[src/rtl/adder_rr_arbiter.sv]
// Four requesters share one 32-bit Kogge-Stone adder through a round-robin
// arbiter feeding a single-entry result register with valid/ready drain.

module ks_adder32 (
  input  logic [31:0] a,
  input  logic [31:0] b,
  input  logic        cin,
  output logic [31:0] sum,
  output logic        cout
);
  // bit 0 of each level carries cin as a pure generate term
  logic [6:0][32:0] g;
  logic [6:0][32:0] p;

  always_comb begin
    g = '0;
    p = '0;
    g[0] = {a & b, cin};
    p[0] = {a ^ b, 1'b0};
    for (int l = 0; l < 6; l++) begin
      for (int i = 0; i < 33; i++) begin
        if (i >= (1 << l)) begin
          g[l+1][i] = g[l][i] | (p[l][i] & g[l][i-(1<<l)]);
          p[l+1][i] = p[l][i] & p[l][i-(1<<l)];
        end else begin
          g[l+1][i] = g[l][i];
          p[l+1][i] = p[l][i];
        end
      end
    end
    sum  = p[0][32:1] ^ g[6][31:0];
    cout = g[6][32];
  end
endmodule

module adder_rr_arbiter #(
  parameter int WIDTH = 32,
  parameter int NREQ  = 4
) (
  input  logic                       clk,
  input  logic                       rst_n,
  input  logic [NREQ-1:0]            req_valid,
  output logic [NREQ-1:0]            req_ready,
  input  logic [NREQ-1:0][WIDTH-1:0] req_a,
  input  logic [NREQ-1:0][WIDTH-1:0] req_b,
  input  logic [NREQ-1:0]            req_sub,
  output logic                       rsp_valid,
  input  logic                       rsp_ready,
  output logic [WIDTH-1:0]           rsp_sum,
  output logic                       rsp_cout,
  output logic                       rsp_ovf,
  output logic [1:0]                 rsp_id
);
  typedef enum logic {EMPTY, FULL} state_e;

  state_e           state_q, state_d;
  logic [1:0]       ptr_q, ptr_d;
  logic [WIDTH-1:0] sum_q, sum_d;
  logic             cout_q, cout_d;
  logic             ovf_q, ovf_d;
  logic [1:0]       id_q, id_d;

  logic             found;
  logic [1:0]       gnt;
  logic [1:0]       idx;
  logic             accept;
  logic             xfer;
  logic [WIDTH-1:0] op_a;
  logic [WIDTH-1:0] op_b;
  logic             op_cin;
  logic [WIDTH-1:0] add_sum;
  logic             add_cout;
  logic             add_ovf;

  // descending scan so the index closest to ptr is written last and wins
  always_comb begin
    found = 1'b0;
    gnt   = ptr_q;
    idx   = ptr_q;
    for (int k = NREQ - 1; k >= 0; k--) begin
      idx = ptr_q + 2'(k);
      if (req_valid[idx]) begin
        found = 1'b1;
        gnt   = idx;
      end
    end
  end

  assign accept    = (state_q == EMPTY) | rsp_ready;
  assign xfer      = found & accept & rst_n;
  assign req_ready = xfer ? (NREQ'(1) << gnt) : '0;

  assign op_a   = req_a[gnt];
  assign op_b   = req_b[gnt] ^ {WIDTH{req_sub[gnt]}};
  assign op_cin = req_sub[gnt];

  ks_adder32 u_add (
    .a    (op_a),
    .b    (op_b),
    .cin  (op_cin),
    .sum  (add_sum),
    .cout (add_cout)
  );

  assign add_ovf = (op_a[WIDTH-1] == op_b[WIDTH-1]) &
                   (add_sum[WIDTH-1] != op_a[WIDTH-1]);

  always_comb begin
    state_d = state_q;
    ptr_d   = ptr_q;
    sum_d   = sum_q;
    cout_d  = cout_q;
    ovf_d   = ovf_q;
    id_d    = id_q;
    if (xfer) begin
      state_d = FULL;
      ptr_d   = gnt + 2'd1;
      sum_d   = add_sum;
      cout_d  = add_cout;
      ovf_d   = add_ovf;
      id_d    = gnt;
    end else if (state_q == FULL && rsp_ready) begin
      state_d = EMPTY;
    end
  end

  always_ff @(posedge clk or negedge rst_n) begin
    if (!rst_n) begin
      state_q <= EMPTY;
      ptr_q   <= 2'd0;
      sum_q   <= '0;
      cout_q  <= 1'b0;
      ovf_q   <= 1'b0;
      id_q    <= 2'd0;
    end else begin
      state_q <= state_d;
      ptr_q   <= ptr_d;
      sum_q   <= sum_d;
      cout_q  <= cout_d;
      ovf_q   <= ovf_d;
      id_q    <= id_d;
    end
  end

  assign rsp_valid = (state_q == FULL);
  assign rsp_sum   = sum_q;
  assign rsp_cout  = cout_q;
  assign rsp_ovf   = ovf_q;
  assign rsp_id    = id_q;
endmodule

[config.mk]
export PLATFORM = sky130hd
export DESIGN_NAME = adder_rr_arbiter
export DESIGN_NICKNAME = d
export VERILOG_FILES = /design/src/rtl/adder_rr_arbiter.sv
export SDC_FILE = /design/constraint.sdc
export NUM_CORES = 1
export LEC_CHECK = 0
export ABC_AREA = 0
export CAP_MARGIN = 20
export CORE_MARGIN = 2
export CORE_UTILIZATION = 39
export CTS_CLUSTER_DIAMETER = 120
export DETAILED_ROUTE_END_ITERATION = 10
export PLACE_DENSITY = 0.83
export SLEW_MARGIN = 10
export SYNTH_ARGS = -nofsm -noshare
export SYNTH_HDL_FRONTEND = slang
export SYNTH_SLANG_ARGS = --single-unit
[constraint.sdc]
create_clock -name clk -period 5.3 [get_ports clk]
set_input_delay 1.06 -clock clk [delete_from_list [all_inputs] [get_ports clk]]
set_output_delay 1.06 -clock clk [all_outputs]
set_load 0.02 [all_outputs]
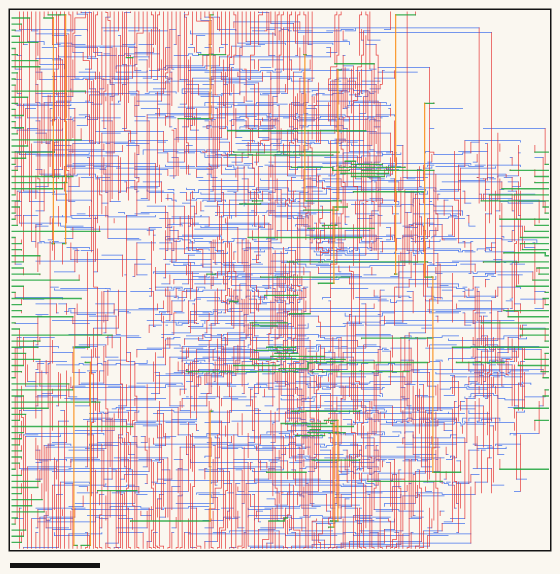
Figure 1: run 1, wiring by layer.
Scale bar: 20 um.
colour	layer	wire length
green	met3	1340 um
blue	met1	8760 um
red	met2	10700 um
orange	met4	501 um
final wirelength: 21300 um
Via Count: 6151
gr usage total: 28.5%
per-cell routed wire length: 19.0 um

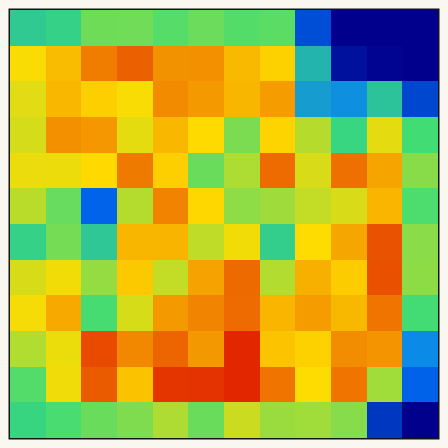
Figure 2: run 1, placement density heat map.
12 x 12 tiles, from dark blue (low) to red (high), 0 to 100% covered.
densest ninth of the die	bottom centre
fullest tile	96%
mean over tiles	65%
emptiest ninth of the die	upper right
tiles over 75% full	42%
Final Core Density: 73.2%
core area: 0.0132 mm^2
Initial Util: 39.9%

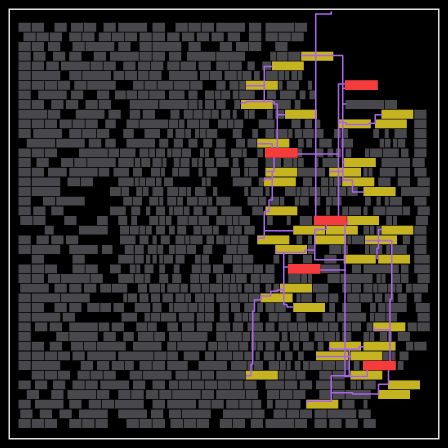
Figure 3: run 1, routed clock nets over the placement.
[purple] clock wires | length: 612 um
[yellow] flip-flops | count: 39
[red] cells driving clock nets | count: 5
routed clock nets	6
worst skew pair latency: 0.29 ns
final setup skew: 0.00702 ns
clk pwr: 0.359 mW
Clk pwr share: 5.0%

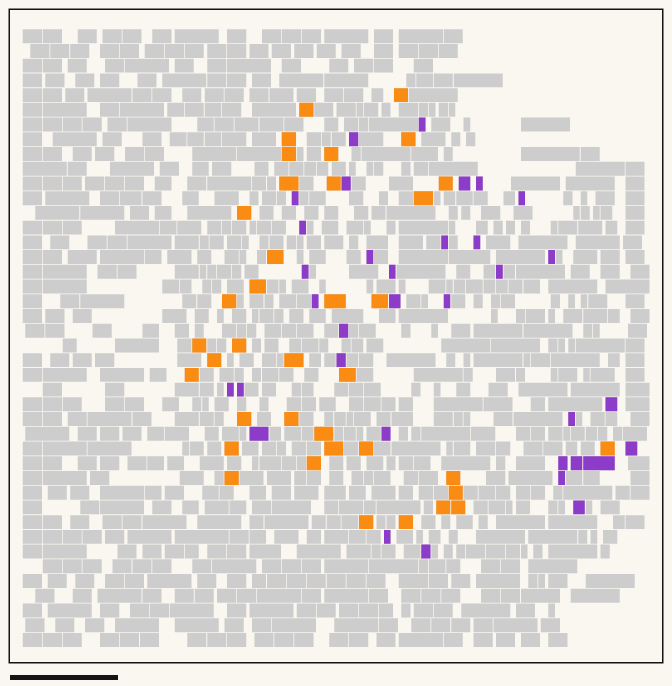
Figure 4: run 1, gate families picked out.
Scale bar: 20 um.
colour	family	cells	most used
orange	AND-OR and OR-AND gates	37	a21o_1
purple	NOR gates	34	nor2_1
Commonest Layout Cell: clkdlybuf4s50_1
fin cells: 1119
Comb area share: 43.6%

run 1: metrics by stage:
stage	total power [mW]	utilization, %
CTS	6.93	71.7
detailed placement	6.51	70.2
floorplan	3.98	-
global route	7.73	73.2
global placement	6.40	70.2
finish	7.19	73.2
run 1: cell usage after synthesis (8+ instances only):
cell type  number
nor3_1          8
nand2_1        53
nor2_1         19
nand3_1        12
a31oi_1         8
xnor2_1        13
a21oi_1        47
o21ai_0        38
a21o_1         23
dfrtp_1        39
clkbuf_1       19
xor2_1         41
inv_1          14
mux4_2         65
o21bai_1       10
ha_1           36
run 1: routing by layer:
layer	share of wire (%)	GRT usage, %
met5	0	0
met4	2.3	8.28
met3	6.3	3.40
met1	41	37.0
met2	50	49.9
==> ci_impl_report.md, run 1 <==
## Implementation flow summary

| Metric | Value |
|---|---|
| Run status | completed |
| Max IR drop VDD | around 0.36 mV |
| R2R depth | 16 |
| Fmax | roughly 190 MHz |
| Startpoint class of the critical path | input pin |
| Top comb family, area | multiplexers |
| Synth Area in Adders | 8.52% |
| Hold Crit Class | flop to flop |
| Fin crit period | just over 5 ns |
| Area grow syn2layout | 83.4% |
| Layout inverter count without the clock tree | 14 |
| Number of remaining DRC errors | 0 |
| Ys async rst share | 100% |
| CTS Buffer Depth | 2 |
| Synth Area in Compound Gates | 19.7% |
| Worst Setup End Kind | flop |
| RR Endpoint | rsp_sum[24] |
| I/O pin cnt | 308 |
| DIE AREA | about 0.015 mm^2 |
| Fin crit share | a little over nine tenths |
| Ys cells | ~540 |
| Hold Vio Cnt, Final | 0 |
| Reg clk slew, reported paths | about 0.06 ns |
| Crit. Startpoint | req_valid[1] |
| Number of setup buffers added after CTS | 1 |
| Reg2reg setup slack | between 0.8 and 0.9 ns |
| Row count | approximately 42 |
| Crit. path cell count | 17 |
| CP most frequent cell | a21oi_2 |
| Non-clock buffer share of cell area | 41.8% |
| Post-route setup slack | 0.121 ns |
| Cell area after synthesis | approximately 0.0053 mm^2 |
| CP delay by family, top | AND-OR/OR-AND gates |
| DP Cell Count | 1099 |
| Post-synth seq share | 18.5% |
| Filler instances | 951 |
| Post-Place Setup Slack | -0.345 ns |
| Gate count of the mapped netlist | 542 |
| Leak | 4.10 nW |
| Hold depth | 2 |
==> run 2: changes to the inputs <==
--- a/config.mk
+++ b/config.mk
@@ -11,7 +11,7 @@
 export CORE_UTILIZATION = 39
 export CTS_CLUSTER_DIAMETER = 120
 export DETAILED_ROUTE_END_ITERATION = 10
-export PLACE_DENSITY = 0.83
+export PLACE_DENSITY_LB_ADDON = 0.12
 export SLEW_MARGIN = 10
 export SYNTH_ARGS = -nofsm -noshare
 export SYNTH_HDL_FRONTEND = slang
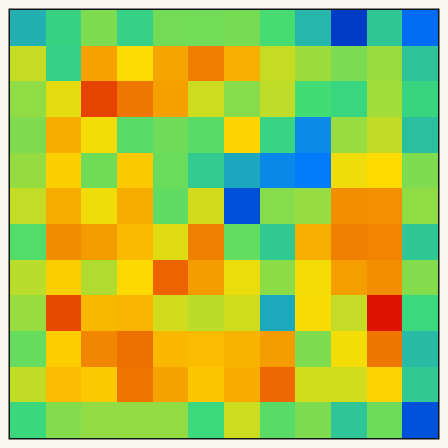
Figure 5: run 2, placement density heat map.
12 x 12 tiles, from dark blue (low) to red (high), 0 to 100% covered.
emptiest ninth of the die	upper right
fullest tile	98%
mean over tiles	65%
tiles over 75% full	34%
Final Core Density: 72.4%

==> run 2 against run 1 <==
Non-clock buffer count is 2 lower. Die size stayed put. Area after synthesis stayed put. Clock skew is 0.0012 ns higher. Via count is 0.16% lower. Maximum frequency is 1.7% higher. Sequential share of layout area is 0.11 points higher. Clock power is 16% lower. Sequential cell count stayed put.
==> ci_impl_report.md, run 2 <==
## Implementation flow summary

| Metric | Value |
|---|---|
| CP Capture Point | rsp_sum[30] (was rsp_sum[24]) |
| Initial antenna violation count | 0 (unchanged) |
| M1 GR Usage | 40.4% (was 37.0%) |
| Final setup skew | 0.00826 ns (was 0.00702 ns) |
| Initial Util | 39.9% (unchanged) |
| Most frequent cells in the layout | clkdlybuf4s50_1, buf_4, mux4_2 (unchanged) |
| Post-route setup slack | 0.209 ns (was 0.121 ns) |
| Max stage delay cell, worst path | mux4_2 (unchanged) |
| Startpoint class of the critical path | input pin (unchanged) |
| CP most frequent cell | buf_4 (was a21oi_2) |
| Count of maximum capacitance violations | 0 (unchanged) |
| DIE AREA | 0.0145 mm^2 (unchanged) |
| Core area | 0.0132 mm^2 (unchanged) |
| CP max FO | 5 (was 8) |
| Total power | 7.06 mW (was 7.19 mW) |
| Fmax | 196 MHz (was 193 MHz) |
| Cell area after synthesis | 0.00529 mm^2 (unchanged) |
| Layout cells sized above 1 | 22.6% (was 23.3%) |
| Fin crit period | 5.09 ns (was 5.18 ns) |
| First-pass DRT Iterations | 4 (was 5) |
| Reg clk slew, reported paths | 0.06 ns (about the same) |
| Comb area share | 43.7% (was 43.6%) |
| Met3 usage | 4.62% (was 3.40%) |
| # Taps | 176 (unchanged) |
| Post-synth seq share | 18.5% (unchanged) |
| Top comb family, area | multiplexers (unchanged) |
| Leak | 4.07 nW (was 4.10 nW) |
| DP Cell Count | 1099 (unchanged) |
| Yosys Warn Count | 0 (unchanged) |
| Ys async rst share | 100% (unchanged) |
| Per-cell routed wire length | 19.8 um (was 19.0 um) |
| CTS sink cnt | 39 (unchanged) |
| Least-Margin Pin Slew | 0.925 ns (was 0.740 ns) |
| Number of remaining DRC errors | 0 (unchanged) |
| CP Class | input pin to flop (unchanged) |
| Largest cells by area | mux4_2, dfrtp_1, ha_1 (unchanged) |
| Combinational power share | 88.1% (was 87.6%) |
| Hold Crit Class | flop to flop (unchanged) |
| Area grow syn2layout | 81.4% (was 83.4%) |
| R2R depth | 18 (was 16) |
| CTS Buffer Depth | 2 (unchanged) |
| Dpl hpwl | 19200 um (was 18100 um) |
| Most frequent cell after synthesis | mux4_2 (unchanged) |
| Ys cells | 542 (unchanged) |
| Via Count | 6141 (was 6151) |
| Sw Ratio | 47.1% (was 46.2%) |
| Layout inverter count without the clock tree | 14 (unchanged) |
| Filler instances | 1026 (was 951) |
| I/O pin cnt | 308 (unchanged) |
| Flop count | 39 (unchanged) |
| Placed Area | 0.00930 mm^2 (unchanged) |
| Via density | 5.50 (about the same) |
| Row count | 42 (unchanged) |
| Fin nets | 1243 (was 1245) |
| Worst Setup End Kind | flop (unchanged) |
| CP delay by family, top | AND-OR/OR-AND gates (unchanged) |
| Flops after synth | 39 (unchanged) |
| Gate count of the mapped netlist | 542 (unchanged) |
| CP arrival | 5.29 ns (was 5.41 ns) |
| Run status | completed (unchanged) |
| Reg power frac | 7.7% (was 7.4%) |
| Hold depth | 2 (unchanged) |
| Top cell area share | 27.7% (unchanged) |
| M2 GR Usage | 49.5% (was 49.9%) |
| Synth Area in Adders | 8.52% (unchanged) |
| Clk pwr share | 4.2% (was 5.0%) |
| Commonest Layout Cell | clkdlybuf4s50_1 (unchanged) |
| Fin crit share | 96.1% (was 97.7%) |
| Post-Place Setup Slack | -0.283 ns (was -0.345 ns) |
| RR Endpoint | rsp_sum[30] (was rsp_sum[24]) |
| Crit. path cell count | 20 (was 17) |
| I/O Buffers | 307 (unchanged) |
| Crit. Startpoint | req_valid[0] (was req_valid[1]) |
| Synth cell count leaders | mux4_2, nand2_1, a21oi_1 (unchanged) |
| Non-clock buffer share of cell area | 41.8% (about the same) |
| Slew Limit Headroom | 38.2% (was 50.6%) |
| Final wirelength | 22100 um (was 21300 um) |
| Fin cells | 1116 (was 1119) |
| Diodes inserted | 0 (unchanged) |
| Synth Area in Compound Gates | 19.7% (unchanged) |
| Max IR drop VDD | 0.324 mV (was 0.365 mV) |
| Number of distinct library cells after synthesis | 57 (unchanged) |
| Root buf cell | clkbuf_16 (unchanged) |
| Worst skew pair latency | 0.29 ns (about the same) |
| Largest area class, layout | combinational gates (unchanged) |
| Number of setup buffers added after CTS | 0 (was 1) |
| Hold Vio Cnt, Final | 0 (unchanged) |
| Reg2reg setup slack | 0.81 ns (was 0.86 ns) |
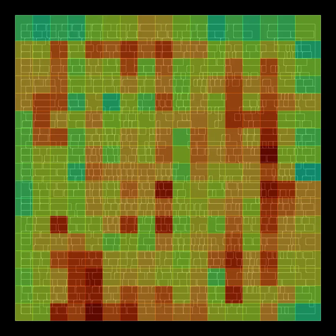
Figure 6: run 2, congestion heat map.
gr usage total: 29.9%
GR peak layer: met2

## run 2: worst reg2reg max path, delay by kind of cell (launching register included)
family / cells / cell delay (ns)
AND-OR/OR-AND: 9 / 2.26
flip-flops: 1 / 0.44
AND/OR/NAND/NOR: 3 / 0.35
adder cells (fa/ha/maj): 1 / 0.31
multiplexers: 1 / 0.51
buffers and inverters: 3 / 0.38
XOR/XNOR: 1 / 0.17
## run 2: power groups by stage
stage               sequential [mW]  combinational, mW  clock, mW
floorplan                     0.687               3.30          0
global placement              0.537               5.91          0
detailed placement            0.546               5.97          0
CTS                           0.544               6.01      0.302
global route                  0.561               6.73      0.315
finish                        0.543               6.22      0.300
## run 2: layer usage
metal  up-vias  part of all wire [%]
met5         -                     0
met4         0                   2.5
li1       2889                     -
met3        39                   6.5
met1      2934                    44
met2       279                    47
==> run 3: changes to the inputs <==
--- a/config.mk
+++ b/config.mk
@@ -7,10 +7,11 @@
 export LEC_CHECK = 0
 export ABC_AREA = 0
 export CAP_MARGIN = 20
-export CORE_MARGIN = 2
-export CORE_UTILIZATION = 39
+export CORE_AREA = 2 2 119 121
 export CTS_CLUSTER_DIAMETER = 120
 export DETAILED_ROUTE_END_ITERATION = 10
+export DIE_AREA = 0 0 121 123
+export HOLD_SLACK_MARGIN = 0.06
 export PLACE_DENSITY_LB_ADDON = 0.12
 export SLEW_MARGIN = 10
 export SYNTH_ARGS = -nofsm -noshare
==> constraint.sdc (replaced) <==
create_clock -name clk -period 6.5 [get_ports clk]
set_input_delay 1.3 -clock clk [delete_from_list [all_inputs] [get_ports clk]]
set_output_delay 1.3 -clock clk [all_outputs]
set_load 0.02 [all_outputs]
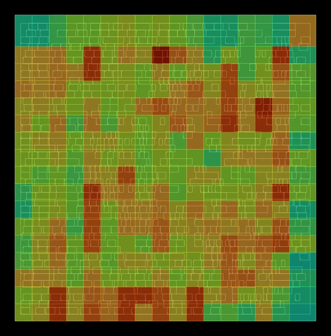
Figure 7: run 3, congestion heat map.
met3 usage: 5.21%
gr usage total: 28.0%

==> run 3 against run 2 <==
Area after synthesis did not move. Register-to-register slack improved by 0.97 ns. Sequential cell count did not move. Clock skew fell by 0.0031 ns. Critical path depth fell by 4. Critical endpoint unchanged. Largest cell class unchanged. Largest power group unchanged.
==> ci_impl_report.md, run 3 <==
## Implementation flow summary

| Metric | Value |
|---|---|
| CP Class | input pin to flop (unchanged) |
| Worst Setup End Kind | flop (unchanged) |
| Most frequent cells in the layout | clkdlybuf4s50_1, mux4_2, nand2_1 (was clkdlybuf4s50_1, buf_4, mux4_2) |
| Hold Vio Cnt, Final | 0 (unchanged) |
| Startpoint class of the critical path | input pin (unchanged) |
| Hold Crit Class | flop to flop (unchanged) |
| Fin nets | 1138 (was 1243) |
| Met2 wire len | 10100 um (was 10500 um) |
| Per-cell routed wire length | 20.7 um (was 19.8 um) |
| First-pass DRT Iterations | 5 (was 4) |
| Count of maximum capacitance violations | 0 (unchanged) |
| Gate count of the mapped netlist | 542 (unchanged) |
| Fin crit share | 90.7% |
| Reg clk slew, reported paths | 0.06 ns (about the same) |
| Max IR drop VDD | 0.230 mV (was 0.324 mV) |
| Flops after synth | 39 (unchanged) |
| Post-route setup slack | 0.603 ns (was 0.209 ns) |
| Largest cells by area | mux4_2, dfrtp_1, ha_1 (unchanged) |
| Reg power frac | 9.2% (was 7.7%) |
| Hold buffers post-CTS | 0 (unchanged) |
| Logic power comb | 4.10 mW (was 6.22 mW) |
| Area grow syn2layout | 64.7% (was 81.4%) |
| Top comb family, area | multiplexers (unchanged) |
| Synth cell count leaders | mux4_2, nand2_1, a21oi_1 (unchanged) |
| Leak | 3.49 nW (was 4.07 nW) |
| I/O pin cnt | 308 (unchanged) |
| Synth Area in Compound Gates | 19.7% (unchanged) |
| Fin crit period | a little under 6 ns |
| Worst skew pair latency | 0.28 ns (was 0.29 ns) |
| Total power | 4.78 mW (was 7.06 mW) |
| Commonest Layout Cell | clkdlybuf4s50_1 (unchanged) |
| Final setup skew | 0.00516 ns (was 0.00826 ns) |
| Synth Area in Adders | 8.52% (unchanged) |
| Ys cells | 542 (unchanged) |
| Number of remaining DRC errors | 0 (unchanged) |
| Post-synth seq share | 18.5% (unchanged) |
| Met1 Wirelength | 9090 um (was 9660 um) |
| Yosys Warn Count | 0 (unchanged) |
| Run status | completed (unchanged) |
| Root buf cell | clkbuf_16 (unchanged) |
| Clk pwr | 0.244 mW (was 0.300 mW) |
| Fmax | 170 MHz |
| Clk pwr share | 5.1% (was 4.2%) |
| Final wirelength | 21000 um (was 22100 um) |
| Fin cells | 1015 (was 1116) |
| CP max FO | 29 (was 5) |
| Sw Ratio | 51.7% (was 47.1%) |
| Number of distinct library cells after synthesis | 57 (unchanged) |
| CP arrival | 6.08 ns (was 5.29 ns) |
| Routed wl met3 | 1530 um (was 1430 um) |
| Via density | 5.65 (was 5.50) |
| M2 GR Usage | 45.7% (was 49.5%) |
| DIE AREA | 0.0149 mm^2 (was 0.0145 mm^2) |
| Via Count | 5739 (was 6141) |
| Post-Place Setup Slack | 0.369 ns (was -0.283 ns) |
| Core area | 0.0136 mm^2 (was 0.0132 mm^2) |
| CTS Buffer Depth | 2 (unchanged) |
| Top cell area share | 27.7% (unchanged) |
| Highest routing layer actually used | met4 (unchanged) |
| Cell area after synthesis | 0.00529 mm^2 (unchanged) |
| Diodes inserted | 0 (unchanged) |
| GR peak layer | met2 (unchanged) |
| M1 GR Usage | 39.6% (was 40.4%) |
| Initial antenna violation count | 0 (unchanged) |
| Combinational power share | 85.7% (was 88.1%) |
| CTS sink cnt | 39 (unchanged) |
| Crit. Startpoint | req_valid[0] (unchanged) |
| Layout cells sized above 1 | 11.4% (was 22.6%) |
| Sequential power | 0.438 mW (was 0.543 mW) |
| Least-Margin Pin Slew | 0.955 ns (was 0.925 ns) |
| Dpl hpwl | 18100 um (was 19200 um) |
| Row count | 43 (was 42) |
| Max stage delay cell, worst path | mux4_2 (unchanged) |
| Leading power group | combinational logic (unchanged) |
| DP Cell Count | 1008 (was 1099) |
| Slew Limit Headroom | 36.2% (was 38.2%) |
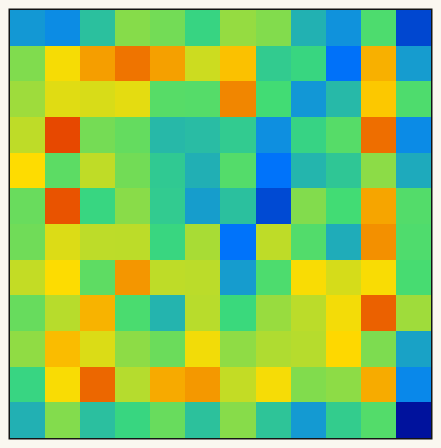
Figure 8: run 3, placement density heat map.
12 x 12 tiles, from dark blue (low) to red (high), 0 to 100% covered.
tiles over 75% full	15%
fullest tile	92%
mean over tiles	57%
Final Core Density: 64.0%
Initial Util: 38.8%

## run 3: cell counts after synthesis
No cell type changed its count.
## run 3: path summary, 6_finish.rpt
| check | end | slack, ns | depth (start not counted) |
|---|---|---|---|
| min reg2reg | rsp_sum[16] | 0.48 | 2 |
| max in group asynchronous | rsp_id[1] | 5.01 | 2 |
| max reg2reg | rsp_sum[30] | 1.78 | 15 |
| min | rsp_sum[16] | 0.48 | 2 |
| min in group asynchronous | rsp_sum[7] | 1.13 | 2 |
| max | rsp_sum[30] | 0.60 | 16 |
## run 3: layout make-up
type                            count  area [um^2]
Fill cell                        1168         4900
Tap cell                          180          225
Clock inverter                      1         5.00
Sequential cell                    39          976
Multi-Input combinational cell    457         4140
Clock buffer                        6          139
Inverter                           14         52.6
Timing Repair Buffer              318         3180
Power figures rest on the tool's default switching activity, not on a simulated workload.
